## src/rtl/uart_rx_alu_frontend.sv

```systemverilog
// Purpose: UART receiver (16x oversampled, 8N1) feeding a 3-byte A/B/OP sequencer for an external ALU.
// Latency: o_rx_done at mid-stop bit; o_interface_done 2 clocks after the OP byte's o_rx_done.
// Backpressure: none; the serial line cannot be stalled, bytes are consumed as they arrive.
module uart_rx_alu_frontend #(
    parameter int NB_DATA  = 8,
    parameter int NB_OP    = 6,
    parameter int BAUD_DIV = 326
) (
    input  logic               i_clock,
    input  logic               i_reset,
    input  logic               i_rx,
    input  logic [NB_DATA-1:0] i_alu_result,
    output logic [NB_DATA-1:0] o_dato_A,
    output logic [NB_DATA-1:0] o_dato_B,
    output logic [NB_OP-1:0]   o_OP,
    output logic [NB_DATA-1:0] o_interface_data,
    output logic               o_interface_done,
    output logic [NB_DATA-1:0] o_rx_data,
    output logic               o_rx_done
);

    localparam int NB_BAUD = (BAUD_DIV > 1) ? $clog2(BAUD_DIV) : 1;
    localparam int NB_BIT  = (NB_DATA > 1) ? $clog2(NB_DATA) : 1;
    localparam logic [NB_BAUD-1:0] BAUD_LAST = NB_BAUD'(BAUD_DIV - 1);
    localparam logic [NB_BIT-1:0]  BIT_LAST  = NB_BIT'(NB_DATA - 1);
    localparam logic [3:0]         TICK_MID  = 4'd7;
    localparam logic [3:0]         TICK_END  = 4'd15;

    typedef enum logic [1:0] {RX_IDLE, RX_START, RX_DATA, RX_STOP} rx_state_t;
    typedef enum logic [1:0] {IF_WAIT_A, IF_WAIT_B, IF_WAIT_OP, IF_SEND} if_state_t;

    // ------------------------------------------------------------------
    // Oversampling tick generator
    // ------------------------------------------------------------------
    logic [NB_BAUD-1:0] r_baud_cnt;
    logic               w_tick;

    assign w_tick = (r_baud_cnt == BAUD_LAST);

    // Free-running divider, wraps on the tick cycle
    always_ff @(posedge i_clock) begin
        if (!i_reset)    r_baud_cnt <= '0;
        else if (w_tick) r_baud_cnt <= '0;
        else             r_baud_cnt <= r_baud_cnt + NB_BAUD'(1);
    end

    // ------------------------------------------------------------------
    // Receiver
    // ------------------------------------------------------------------
    rx_state_t          r_rx_state;
    rx_state_t          w_rx_state_nxt;
    logic [3:0]         r_tick_cnt;
    logic [NB_BIT-1:0]  r_bit_cnt;
    logic [NB_DATA-1:0] r_shift;
    logic [NB_DATA-1:0] r_rx_data;
    logic               r_rx_done;
    logic               w_tick_clr;
    logic               w_tick_inc;
    logic               w_bit_clr;
    logic               w_bit_inc;
    logic               w_shift_en;
    logic               w_rx_load;

    // Receiver state register
    always_ff @(posedge i_clock) begin
        if (!i_reset) r_rx_state <= RX_IDLE;
        else          r_rx_state <= w_rx_state_nxt;
    end

    // Receiver next-state: sample mid-start, every 16 ticks for data, mid-stop to finish
    always_comb begin
        w_rx_state_nxt = r_rx_state;
        unique case (r_rx_state)
            RX_IDLE:  if (!i_rx) w_rx_state_nxt = RX_START;
            RX_START: if (w_tick && r_tick_cnt == TICK_MID)
                          w_rx_state_nxt = i_rx ? RX_IDLE : RX_DATA;
            RX_DATA:  if (w_tick && r_tick_cnt == TICK_END && r_bit_cnt == BIT_LAST)
                          w_rx_state_nxt = RX_STOP;
            RX_STOP:  if (w_tick && r_tick_cnt == TICK_END)
                          w_rx_state_nxt = RX_IDLE;
            default:  w_rx_state_nxt = RX_IDLE;
        endcase
    end

    // Receiver datapath controls decoded from state, counters and line
    always_comb begin
        w_tick_clr = 1'b0;
        w_tick_inc = 1'b0;
        w_bit_clr  = 1'b0;
        w_bit_inc  = 1'b0;
        w_shift_en = 1'b0;
        w_rx_load  = 1'b0;
        unique case (r_rx_state)
            RX_IDLE: begin
                w_tick_clr = !i_rx;
            end
            RX_START: begin
                if (w_tick) begin
                    if (r_tick_cnt == TICK_MID) begin
                        w_tick_clr = 1'b1;
                        w_bit_clr  = 1'b1;
                    end else begin
                        w_tick_inc = 1'b1;
                    end
                end
            end
            RX_DATA: begin
                if (w_tick) begin
                    if (r_tick_cnt == TICK_END) begin
                        w_tick_clr = 1'b1;
                        w_shift_en = 1'b1;
                        w_bit_inc  = (r_bit_cnt != BIT_LAST);
                    end else begin
                        w_tick_inc = 1'b1;
                    end
                end
            end
            RX_STOP: begin
                if (w_tick) begin
                    if (r_tick_cnt == TICK_END) begin
                        w_tick_clr = 1'b1;
                        // A low stop bit is a framing error: drop the byte silently
                        w_rx_load  = i_rx;
                    end else begin
                        w_tick_inc = 1'b1;
                    end
                end
            end
            default: begin
                w_tick_clr = 1'b1;
            end
        endcase
    end

    // Receiver counters, LSB-first shift register and registered byte/strobe
    always_ff @(posedge i_clock) begin
        if (!i_reset) begin
            r_tick_cnt <= '0;
            r_bit_cnt  <= '0;
            r_shift    <= '0;
            r_rx_data  <= '0;
            r_rx_done  <= 1'b0;
        end else begin
            if (w_tick_clr)      r_tick_cnt <= '0;
            else if (w_tick_inc) r_tick_cnt <= r_tick_cnt + 4'd1;
            if (w_bit_clr)       r_bit_cnt <= '0;
            else if (w_bit_inc)  r_bit_cnt <= r_bit_cnt + NB_BIT'(1);
            if (w_shift_en)      r_shift <= {i_rx, r_shift[NB_DATA-1:1]};
            if (w_rx_load)       r_rx_data <= r_shift;
            r_rx_done <= w_rx_load;
        end
    end

    assign o_rx_data = r_rx_data;
    assign o_rx_done = r_rx_done;

    // ------------------------------------------------------------------
    // A / B / OP sequencer
    // ------------------------------------------------------------------
    if_state_t          r_if_state;
    if_state_t          w_if_state_nxt;
    logic [NB_DATA-1:0] r_dato_a;
    logic [NB_DATA-1:0] r_dato_b;
    logic [NB_OP-1:0]   r_op;
    logic [NB_DATA-1:0] r_if_data;
    logic               r_if_done;
    logic               w_ld_a;
    logic               w_ld_b;
    logic               w_ld_op;
    logic               w_send;

    // Sequencer state register
    always_ff @(posedge i_clock) begin
        if (!i_reset) r_if_state <= IF_WAIT_A;
        else          r_if_state <= w_if_state_nxt;
    end

    // Sequencer next-state: advance on each accepted byte, SEND lasts one clock
    always_comb begin
        w_if_state_nxt = r_if_state;
        unique case (r_if_state)
            IF_WAIT_A:  if (r_rx_done) w_if_state_nxt = IF_WAIT_B;
            IF_WAIT_B:  if (r_rx_done) w_if_state_nxt = IF_WAIT_OP;
            IF_WAIT_OP: if (r_rx_done) w_if_state_nxt = IF_SEND;
            IF_SEND:    w_if_state_nxt = IF_WAIT_A;
            default:    w_if_state_nxt = IF_WAIT_A;
        endcase
    end

    // Sequencer load enables decoded from state
    always_comb begin
        w_ld_a  = (r_if_state == IF_WAIT_A)  && r_rx_done;
        w_ld_b  = (r_if_state == IF_WAIT_B)  && r_rx_done;
        w_ld_op = (r_if_state == IF_WAIT_OP) && r_rx_done;
        w_send  = (r_if_state == IF_SEND);
    end

    // Operand/opcode latches and result capture; ALU result is settled by SEND
    always_ff @(posedge i_clock) begin
        if (!i_reset) begin
            r_dato_a  <= '0;
            r_dato_b  <= '0;
            r_op      <= '0;
            r_if_data <= '0;
            r_if_done <= 1'b0;
        end else begin
            if (w_ld_a)  r_dato_a  <= r_rx_data;
            if (w_ld_b)  r_dato_b  <= r_rx_data;
            if (w_ld_op) r_op      <= r_rx_data[NB_OP-1:0];
            if (w_send)  r_if_data <= i_alu_result;
            r_if_done <= w_send;
        end
    end

    assign o_dato_A         = r_dato_a;
    assign o_dato_B         = r_dato_b;
    assign o_OP             = r_op;
    assign o_interface_data = r_if_data;
    assign o_interface_done = r_if_done;

endmodule

```

## config.mk

```make
export PLATFORM = sky130hd
export DESIGN_NAME = uart_rx_alu_frontend
export DESIGN_NICKNAME = d
export VERILOG_FILES = /design/src/rtl/uart_rx_alu_frontend.sv
export SDC_FILE = /design/constraint.sdc
export NUM_CORES = 1
export LEC_CHECK = 0
export ABC_AREA = 1
export CORE_ASPECT_RATIO = 0.8
export CORE_MARGIN = 1
export CORE_UTILIZATION = 40
export CTS_BUF_LIST = sky130_fd_sc_hd__clkbuf_2 sky130_fd_sc_hd__clkbuf_4 sky130_fd_sc_hd__clkbuf_8
export DETAILED_ROUTE_END_ITERATION = 7
export GPL_TIMING_DRIVEN = 1
export MAX_ROUTING_LAYER = met4
export PLACE_DENSITY_LB_ADDON = 0.3
export SETUP_SLACK_MARGIN = 0.2
export SYNTH_ARGS = -nofsm -noshare
export SYNTH_HDL_FRONTEND = slang
export SYNTH_SLANG_ARGS = --single-unit
```

## constraint.sdc

```tcl
create_clock -name i_clock -period 2.9 [get_ports i_clock]
set_clock_uncertainty 0.15 [all_clocks]
set_input_delay 0.58 -clock i_clock [delete_from_list [all_inputs] [get_ports i_clock]]
set_output_delay 0.58 -clock i_clock [all_outputs]
set_load 0.03 [all_outputs]
```

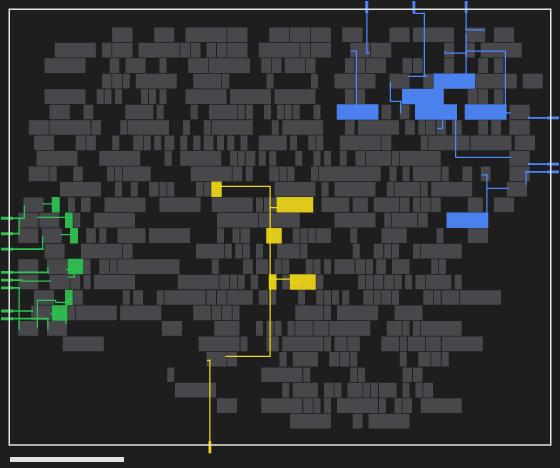
port_trees.png
Bar = 20 um.
- yellow: `i_rx` (bits 1; direction input; edge south; end cells 6; wire 71.7 um)
- green: `i_alu_result` (bits 8; direction input; edge west; end cells 8; wire 83.3 um)
- blue: `o_OP` (bits 6; direction output; edge 3 east, 3 north; end cells 6; wire 138 um)

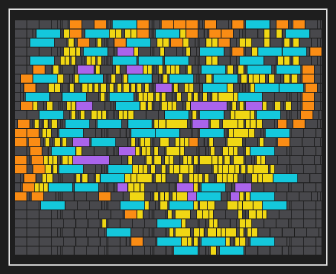
class_map.png
Fill, decap, tap and diode cells in gray.
- yellow: remaining logic cells (cells 283; share of their area 39%)
- orange: remaining buffers and delay cells (cells 52; share of their area 15%)
- cyan: registers (cells 68; share of their area 39%)
- purple: clock drivers and dummy loads (cells 16; share of their area 6.8%)
post-layout util: 54.7%
Std-Cell Core Area: 6540 um^2

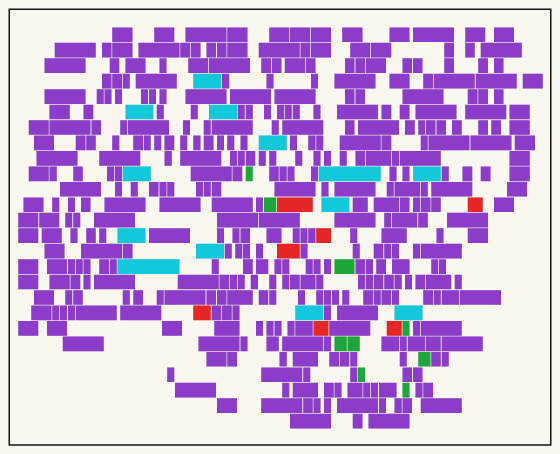
sizing.png
- purple: x1 and smaller (cells 390; most used dfxtp_1)
- cyan: x6 and larger (cells 13; most used clkbuf_8)
- red: x3 and x4 (cells 7)
- green: x2 (cells 9; most used inv_2)

==> results.json <==
{
  "status": "finished clean",
  "routability_congestion_estimate_from_global_placement": 0.782,
  "post_synth_num_cell_types": 28,
  "first_global_vias": 2232,
  "sh_comb_area_pct": 33.7,
  "cellLeakagePower_nw": 1.53,
  "post-route-min-period_ns": 2.17,
  "layout.clock.cell_area_share_pct": 6.58,
  "crit_chain": "clkdlybuf4s50_1",
  "post-cts-setup-buffers": 0,
  "cp_data_required_time_ns": 2.17,
  "setup_viol": 0,
  "crit_cells": 1,
  "finalInstanceArea_um2": 3570,
  "power_per_cell_area_nw_per_um2": 578,
  "criticalPathCategory": "flop to primary output",
  "cts-resized-gates": 0,
  "gr-usage-met3_pct": 6.69,
  "cts_sinks": 68,
  "synth_compound_gate_area_share_pct": 14.4,
  "route.detailed.drc": 0,
  "timing.critical_path.max_delay_family": "buffers and inverters",
  "tritoncts_clock_tree": "done",
  "rsz0062_at_grt": "false",
  "drt.antenna.violating_nets": 0,
  "place.detailed.hpwl_mm": 4.05,
  "path_clk_slew_ns": 0.07,
  "worst-r2r-setup-slack_ns": 1.10,
  "met2_wirelength_mm": 2.37,
  "hold_class": "flop to flop",
  "area_taken_by_multi_input_logic_gates_um2": 1200,
  "placement.setup.worst_slack_ns": 0.938,
  "synthesis.nets": 383,
  "final-seq-area_um2": 1360,
  "end_kind": "primary output",
  "max-slew-margin-rel_pct": 69.1,
  "seqAreaFraction_pct": 38.1,
  "cpMaxStageDelayCell": "sky130_fd_sc_hd__clkdlybuf4s50_1",
  "total_power_mw": 2.07,
  "layout.comb_gates.multi_input": 242,
  "grtUsageMet2_pct": 26.0,
  "yosys_warnings": 0,
  "min_path_cells": 1,
  "grt.met1_usage_pct": 23.6,
  "die_area_um2": 7260,
  "final.clkbuf_count": 11,
  "max-cap-violations": 0,
  "detailedRoute.firstPassIterationCount": 4,
  "maxSlewViolCount": 0,
  "postSynthCellCount": 362,
  "crit_start": "o_rx_done",
  "inverters": 41,
  "finalSetupTns_ns": 0,
  "floorplan.initialDensity_pct": 42.4,
  "synth_sequential_area_ratio_pct": 49.1,
  "critical_path.n_buffers_inverters": 1,
  "grt_most_used_layer": "met2",
  "placement.cell_area_um2": 3340,
  "remaining_overflow_grt": 0,
  "cell_count_in_the_yosys_report": 362,
  "place.port_buffers": 50,
  "worstMarginPinSlew_ns": 0.463,
  "ctsHtreeMaxLevel": 3,
  "finalNetCount": 435,
  "synth_top_area_share_pct": 49.1,
  "dominant_cells": "registers",
  "final_critical_path_setup_slack_ns": 0.734,
  "floorplan.die.width_um": 95.0,
  "top_signal_layer_used": "met4",
  "synth.cellmix.xorXnorShare_pct": 1.90,
  "pin_count_of_the_biggest_net_entering_global_routing": 34,
  "start_kind": "flop",
  "synth_area_um2": 2770,
  "drt-vias-per-instance": 4.71,
  "area.growth.synth_to_final_pct": 29.0,
  "wl_met1_mm": 3.05,
  "buffer_area_share_pct": 14.4,
  "root_buffer": "sky130_fd_sc_hd__clkbuf_8",
  "synth.ff_latch_count": 68,
  "synth.area.mux_share_pct": 0,
  "syn_avg_cell_area_um2": 7.65,
  "cts_made_buffers": 9,
  "antenna-diode-count": 0,
  "delay_of_the_slowest_cell_on_the_worst_path_ns": 0.70,
  "arrival_ns": 1.44,
  "first_pass_grt_wire_length_mm": 9.94,
  "synthAdderAreaFrac_pct": 4.52,
  "clk-insertion-delay-late_ns": 0.33,
  "die_height_um": 76.4,
  "timing.reg2reg.worst_path_depth": 9,
  "drt_first_iter_violations": 118,
  "yosys.area_share.simple_pct": 22.7,
  "worstPathMaxFanout": 5,
  "crit_path_end": "o_rx_done",
  "fillerInstances": 630,
  "max_freq_mhz": 462,
  "log.warning_count": 31,
  "met3RoutedLength_um": 216,
  "max_ir_drop_vdd_mv": 0.295,
  "worstReg2RegStart": "r_tick_cnt[0]",
  "layout_worst_path_cycle_share_pct": 74.7,
  "fraction_of_final_layout_cells_with_drive_strength_greater_than_1_pct": 6.92,
  "yosysTopAreaCell": "sky130_fd_sc_hd__dfxtp_1",
  "top_logic_kind": "simple AND/OR/NAND/NOR gates",
  "endpoint_of_the_most_critical_register_to_register_path": "r_shift[4]",
  "yosys_area_um2": 2770,
  "antenna_violations_before_repair": 0,
  "ctsHoldBuffers": 0,
  "n_all_buffers": 52,
  "final_hold_viol_count": 0,
  "cts_max_path_buffers": 2,
  "synth.area.top_cells": "sky130_fd_sc_hd__dfxtp_1 (49%), sky130_fd_sc_hd__nor2_1 (9.1%), sky130_fd_sc_hd__nand2_1 (7.0%)",
  "i_o_pins": 51
}
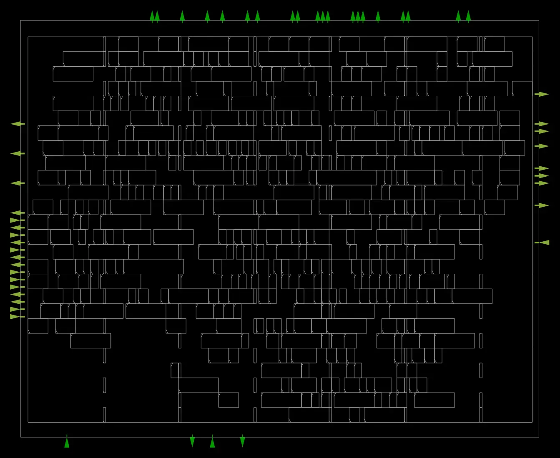
placed.png
number of well-tap cells placed: 84
Std-Cell Rows: 26
flop count: 68

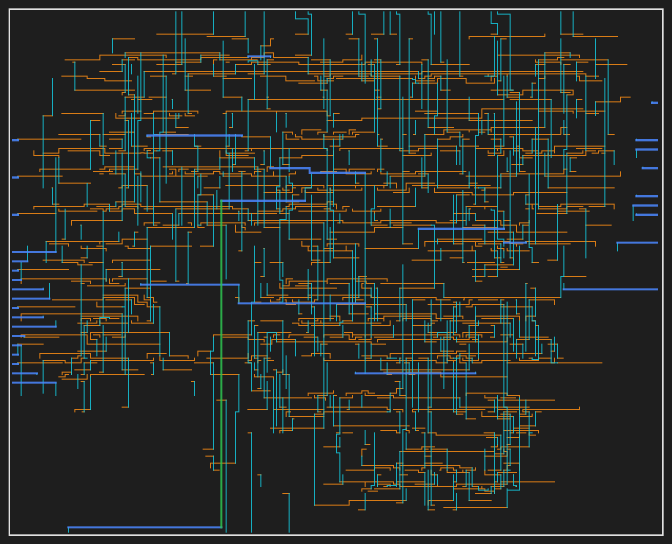
layers.png
- orange: M1 (wire length 3,050 um)
- blue: M3 (wire length 216 um)
- green: M4 (wire length 47.6 um)
- cyan: M2 (wire length 2,370 um)
DR vias: 2,370
routed wire length: 5.68 mm
overall routing resource usage: 18.1%
Routed wire per std cell: 11.3 um

-- worst min-delay path by stage --
| stage | endpoint | startpoint | slack (ns) |
|---|---|---|---|
| 2_1_floorplan | r_baud_cnt[0] | r_baud_cnt[0] | 0.28 |
| 3_3_place_gp | r_baud_cnt[0] | r_baud_cnt[0] | 0.30 |
| 3_5_place_dp | r_baud_cnt[0] | r_baud_cnt[0] | 0.31 |
| 4_1_cts | r_bit_cnt[2] | r_bit_cnt[2] | 0.33 |
| 5_1_grt | r_bit_cnt[0] | r_bit_cnt[0] | 0.36 |
| 6_report | r_baud_cnt[0] | r_baud_cnt[0] | 0.32 |
-- through the flow --
step | hold WS [ns] | std cells | utilization [%]
2_1_floorplan | 0.283 | 362 | -
3_5_place_dp | 0.310 | 487 | 51.1
5_1_grt | 0.360 | 503 | 54.7
6_report | 0.320 | 503 | 54.7
3_3_place_gp | 0.300 | 487 | 51.1
4_1_cts | 0.327 | 503 | 54.7
-- sequential cells by signal, indices dropped and copies added, names as in the netlist, named ones only --
name              flops
r_baud_cnt            9
o_dato_A              8
o_dato_B              8
o_interface_data      8
o_rx_data             8
r_shift               8
o_OP                  6
r_tick_cnt            4
r_bit_cnt             3
r_if_state            2
o_interface_done      1
o_rx_done             1
r_rx_state            1
-- where the power goes --
group / internal, mW / total, mW / switching (mW)
Clock: 0.532 / 0.889 / 0.356
Combinational: 0.0778 / 0.195 / 0.117
Sequential: 0.960 / 0.982 / 0.0215
Total: 1.57 / 2.07 / 0.495
-- cell usage in the layout, fill, tap and decap left out, drive strengths merged, types with 4 or more instances in the layout --
| cell type | count |
|---|---|
| nor2 | 70 |
| dfxtp | 68 |
| nand2 | 53 |
| clkdlybuf4s50 | 50 |
| o21ai | 47 |
| inv | 40 |
| a21oi | 28 |
| nand3 | 16 |
| clkbuf | 11 |
| ha | 10 |
| nor3 | 4 |
| xor2 | 4 |
-- synth_stat cells --
library cell and instances:
sky130_fd_sc_hd__nand3_1 14, sky130_fd_sc_hd__nand3b_1 2, sky130_fd_sc_hd__nand3_4 1, sky130_fd_sc_hd__a21oi_1 28, sky130_fd_sc_hd__nor2_1 67, sky130_fd_sc_hd__buf_2 2
sky130_fd_sc_hd__nand3_2 1, sky130_fd_sc_hd__a211oi_1 2, sky130_fd_sc_hd__ha_1 10, sky130_fd_sc_hd__nor2_2 2, sky130_fd_sc_hd__clkbuf_1 6, sky130_fd_sc_hd__xor2_1 4
sky130_fd_sc_hd__o21ai_0 36, sky130_fd_sc_hd__buf_1 2, sky130_fd_sc_hd__nor3_1 4, sky130_fd_sc_hd__nand2_2 1, sky130_fd_sc_hd__nor2_4 1, sky130_fd_sc_hd__xnor2_1 2
sky130_fd_sc_hd__dfxtp_1 68, sky130_fd_sc_hd__nand4_1 2, sky130_fd_sc_hd__inv_2 4, sky130_fd_sc_hd__nand2_1 52, sky130_fd_sc_hd__clkinv_1 1, sky130_fd_sc_hd__buf_6 1
sky130_fd_sc_hd__o211ai_1 1, sky130_fd_sc_hd__inv_1 36, sky130_fd_sc_hd__or2_2 1, sky130_fd_sc_hd__o21ai_1 11
Power and IR drop assume default switching activity.
